Fig. 1: logic cells by family
Drawn at 4 px/um.
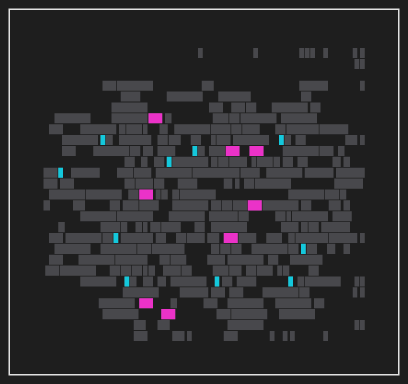
Fig. 2: cell sizes after repair
Drawn at 4 px/um.
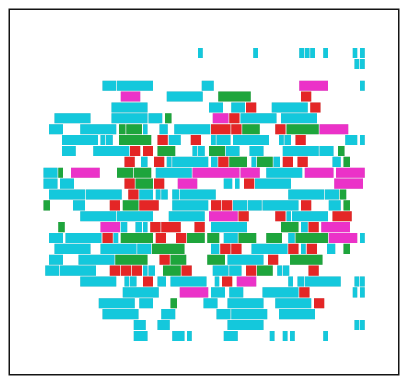
Fig. 3: met2 routing
Drawn at 3 px/um. Cells faint in the background.
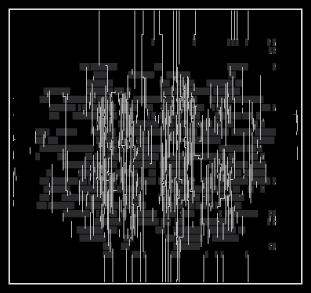
**src/rtl/pio_edge_avalon_pkg.sv**
```systemverilog
// Shared constants for the edge-capturing Avalon-MM parallel I/O slave.
`timescale 1ns/1ps
package pio_edge_avalon_pkg;

  // Word addresses of the register map
  typedef enum logic [2:0] {
    ADDR_DATA   = 3'd0,
    ADDR_IN     = 3'd1,
    ADDR_MASK   = 3'd2,
    ADDR_EDGE   = 3'd3,
    ADDR_OUTSET = 3'd4,
    ADDR_OUTCLR = 3'd5
  } pio_addr_e;

  // Edge selection encodings for the EDGE_TYPE parameter
  localparam int unsigned EDGE_RISE = 0;
  localparam int unsigned EDGE_FALL = 1;
  localparam int unsigned EDGE_ANY  = 2;

endpackage

```
**src/rtl/pio_edge_avalon_sync.sv**
```systemverilog
// WIDTH-wide multi-stage synchroniser for asynchronous inputs.
`timescale 1ns/1ps
module pio_sync_bus #(
  parameter int unsigned WIDTH  = 8,
  parameter int unsigned STAGES = 2
) (
  input  logic             clk,
  input  logic             reset,
  input  logic [WIDTH-1:0] d,
  output logic [WIDTH-1:0] q
);

  logic [WIDTH-1:0] chain [STAGES];

  // Shift the inputs through the flop chain; reset clears every stage
  always_ff @(posedge clk or posedge reset) begin
    if (reset) begin
      for (int unsigned i = 0; i < STAGES; i++) chain[i] <= '0;
    end else begin
      chain[0] <= d;
      for (int unsigned i = 1; i < STAGES; i++) chain[i] <= chain[i-1];
    end
  end

  assign q = chain[STAGES-1];

endmodule

```
**src/rtl/pio_edge_avalon.sv**
```systemverilog
// Avalon-MM parallel I/O slave: set/clear outputs, synchronised inputs,
// edge capture with write-1-to-clear and a masked level interrupt.
`timescale 1ns/1ps
module pio_edge_avalon
  import pio_edge_avalon_pkg::*;
#(
  parameter int unsigned      WIDTH       = 8,
  parameter logic [WIDTH-1:0] RESET_OUT   = '0,
  parameter int unsigned      EDGE_TYPE   = EDGE_RISE,
  parameter int unsigned      SYNC_STAGES = 2
) (
  input  logic             clk,
  input  logic             reset,
  input  logic [2:0]       address,
  input  logic             chipselect,
  input  logic             write_n,
  input  logic [31:0]      writedata,
  output logic [31:0]      readdata,
  input  logic [WIDTH-1:0] in_port,
  output logic [WIDTH-1:0] out_port,
  output logic             irq
);

  logic             wr;
  logic [WIDTH-1:0] wd;
  logic [WIDTH-1:0] out_reg;
  logic [WIDTH-1:0] mask_reg;
  logic [WIDTH-1:0] edge_cap;
  logic [WIDTH-1:0] sync;
  logic [WIDTH-1:0] prev;
  logic [WIDTH-1:0] det;
  logic [WIDTH-1:0] clr;
  logic             unused_wd;

  assign wr        = chipselect & ~write_n;
  assign wd        = writedata[WIDTH-1:0];
  assign unused_wd = ^writedata;

  pio_sync_bus #(
    .WIDTH  (WIDTH),
    .STAGES (SYNC_STAGES)
  ) u_sync (
    .clk   (clk),
    .reset (reset),
    .d     (in_port),
    .q     (sync)
  );

  // Output register with plain, set and clear write ports
  always_ff @(posedge clk or posedge reset) begin
    if (reset) begin
      out_reg <= RESET_OUT;
    end else if (wr) begin
      case (address)
        ADDR_DATA:   out_reg <= wd;
        ADDR_OUTSET: out_reg <= out_reg | wd;
        ADDR_OUTCLR: out_reg <= out_reg & ~wd;
        default:     ;
      endcase
    end
  end

  // Interrupt mask register
  always_ff @(posedge clk or posedge reset) begin
    if (reset) mask_reg <= '0;
    else if (wr && address == ADDR_MASK) mask_reg <= wd;
  end

  // Edge detector and write-1-to-clear selection
  always_comb begin
    det = '0;
    clr = '0;
    if (EDGE_TYPE == EDGE_FALL)     det = ~sync & prev;
    else if (EDGE_TYPE == EDGE_ANY) det = (sync & ~prev) | (~sync & prev);
    else                            det = sync & ~prev;
    if (wr && address == ADDR_EDGE) clr = wd;
  end

  // Previous synchronised sample and sticky edge capture; a new detect beats a clear
  always_ff @(posedge clk or posedge reset) begin
    if (reset) begin
      prev     <= '0;
      edge_cap <= '0;
    end else begin
      prev     <= sync;
      edge_cap <= det | (edge_cap & ~clr);
    end
  end

  // Zero-latency read mux, zero-extended to the bus width
  always_comb begin
    readdata = '0;
    case (address)
      ADDR_DATA: readdata[WIDTH-1:0] = out_reg;
      ADDR_IN:   readdata[WIDTH-1:0] = sync;
      ADDR_MASK: readdata[WIDTH-1:0] = mask_reg;
      ADDR_EDGE: readdata[WIDTH-1:0] = edge_cap;
      default:   readdata = '0;
    endcase
  end

  assign out_port = out_reg;
  assign irq      = |(edge_cap & mask_reg);

endmodule
```
**config.mk**
```make
export PLATFORM = sky130hd
export DESIGN_NAME = pio_edge_avalon
export DESIGN_NICKNAME = d
export VERILOG_FILES = /design/src/rtl/pio_edge_avalon_pkg.sv /design/src/rtl/pio_edge_avalon_sync.sv /design/src/rtl/pio_edge_avalon.sv
export SDC_FILE = /design/constraint.sdc
export NUM_CORES = 1
export LEC_CHECK = 0
export CAP_MARGIN = 5
export CORE_AREA = 8 8 89 83
export DETAILED_ROUTE_END_ITERATION = 8
export DIE_AREA = 0 0 97 91
export PLACE_DENSITY = 0.79
export SKIP_LAST_GASP = 1
export SLEW_MARGIN = 20
export SYNTH_ARGS = -nofsm -noshare
export SYNTH_HDL_FRONTEND = slang
export SYNTH_SLANG_ARGS = --single-unit
```
**constraint.sdc**
```tcl
create_clock -name clk -period 1.7 [get_ports clk]
set_input_delay 0.425 -clock clk [delete_from_list [all_inputs] [get_ports clk]]
set_output_delay 0.425 -clock clk [all_outputs]
set_load 0.005 [all_outputs]
```
==> out/qor.yml <==
status: "complete, but fails checks"
violations: "setup timing"
path_cells: "buf_12 -> buf_12 -> buf_12 -> mux4_2 -> nor2b_4 -> buf_2"
cp_data_required_time_ns: 1.27
die_h_um: 91
postSynthSeqShare: 0.543
vdd_drop_max_mv: 0.479
max_stage_delay_ns: 0.49
rsz0062_at_grt: "yes"
drtIter0Drc: 55
yosys_area_um2: 2210
cts-root-buf: "clkbuf_8"
synth_warnings: 0
io_buffers: 39
path_max_fanout: 3
fin_ws_ns: -0.194
area_leaders: "dfrtp_1 (54%), buf_4 (8.8%), mux4_1 (7.1%)"
cp_common_cell: "buf_12"
diodes: 0
warnings: 52
synth_cells: 164
largest_area_cell: "dfrtp_1"
grt_util_met3: 0.0439
lay_top_cells: "dfrtp_1 (48), buf_4 (48), conb_1 (24)"
antenna_found_initial: 0
rows: 27
syn_avg_cell_area_um2: 13.5
vias_per_cell: 4.79
setup_violations: 9
grt_util_all_layers: 0.132
crit_slowest_cell: "mux4_2"
dieArea_um2: 8830
core_area_um2: 5910
cts_tree: "done"
reg2reg_slack_ns: 0.56
cts.sinks: 48
## Picture notes: Fig. 1
[inverters] cyan | cells: 10
[AND-OR and OR-AND gates] magenta | cells: 8
logic share of the area: 0.267
Cell Count, Final, Fillers Out: 331

## Picture notes: Fig. 2
[drive 1 or less] cyan | cells: 152
[drive 3 to 4] red | cells: 52
[drive 2] green | cells: 38
[drive 6 and up] magenta | cells: 17

## Picture notes: Fig. 3
longest straight run: 40.1 um
main direction: vertical
wire length on this layer: 2840 um
nets with wire on the layer: 250
GR Util met2: 0.220
Routed WL: 5630 um
vias: 1585

-- critical path, delay by kind of cell --
family                 cells  cell delay [ns]
AND/OR/NAND/NOR            1             0.14
multiplexers               1             0.49
buffers and inverters      4             0.41
-- report_power, final --
part	switching [mW]	internal, mW	leakage (nW)
Sequential	0.0759	1.28	0.544
Combinational	0.312	0.546	0.878
Clock	0.365	0.280	0.0410
-- kinds of logic after synthesis --
group                  share of synthesized area
and+or+nand+nor                            0.110
other                                    0.00170
DFF                                        0.543
buffers and inverters                      0.122
AOI/OAI and AO/OA                         0.0900
muxes                                      0.132
-- layout make-up --
type	count	area [um^2]
fill	510	2770
multi-input combinational	98	838
clock inverter	1	5.00
tap	72	90.1
timing repair buffer	96	898
clock buffer	6	72.6
sequential	48	1200
inverter	10	37.5
-- stage by stage --
stage,std cells,power [mW],setup slack [ns]
detailed placement,309,2.21,-0.990
floorplan,187,1.73,0.00784
global route,331,3.01,-0.234
CTS,330,2.87,-0.212
global placement,309,2.18,-0.978
finish,331,2.86,-0.194
-- repair_timing --
| action | CTS | global route |
|---|---|---|
| endpoints found under the setup margin | 33 | 9 |
| resized | 70 | 3 |
| setup buffers | 13 | 2 |
| cloned | 2 | 0 |
| pin swaps | 3 | 3 |
-- worst min path at each step --
stage | startpoint | to | cells past startpoint
5_1_grt | u_sync.chain[12]$_DFF_PP0_ | u_sync.q[4]$_DFF_PP0_ | 0
6_report | u_sync.chain[12]$_DFF_PP0_ | u_sync.q[4]$_DFF_PP0_ | 0
2_1_floorplan | u_sync.chain[8]$_DFF_PP0_ | u_sync.q[0]$_DFF_PP0_ | 0
4_1_cts | u_sync.chain[12]$_DFF_PP0_ | u_sync.q[4]$_DFF_PP0_ | 0
3_5_place_dp | u_sync.chain[12]$_DFF_PP0_ | u_sync.q[4]$_DFF_PP0_ | 0
3_3_place_gp | u_sync.chain[12]$_DFF_PP0_ | u_sync.q[4]$_DFF_PP0_ | 0
-- layer usage --
metal | vias up | wire length (um)
li1 | 729 | -
met1 | 778 | 2290
met2 | 67 | 2840
met3 | 11 | 390
met4 | 0 | 112
met5 | - | 0
-- synthesized netlist by cell type (all sizes together) --
| cell | number |
|---|---|
| and4bb | 5 |
| and2 | 1 |
| conb | 1 |
| mux2 | 8 |
| nor4bb | 3 |
| nand4 | 1 |
| dfrtp | 48 |
| nor3b | 1 |
| nand2 | 8 |
| o21ai | 17 |
| inv | 10 |
| nor2b | 8 |
| mux4 | 8 |
| nand4bb | 1 |
| a22oi | 4 |
| nor2 | 1 |
| a221o | 8 |
| buf | 31 |
Power is estimated from default activity; no workload was simulated.
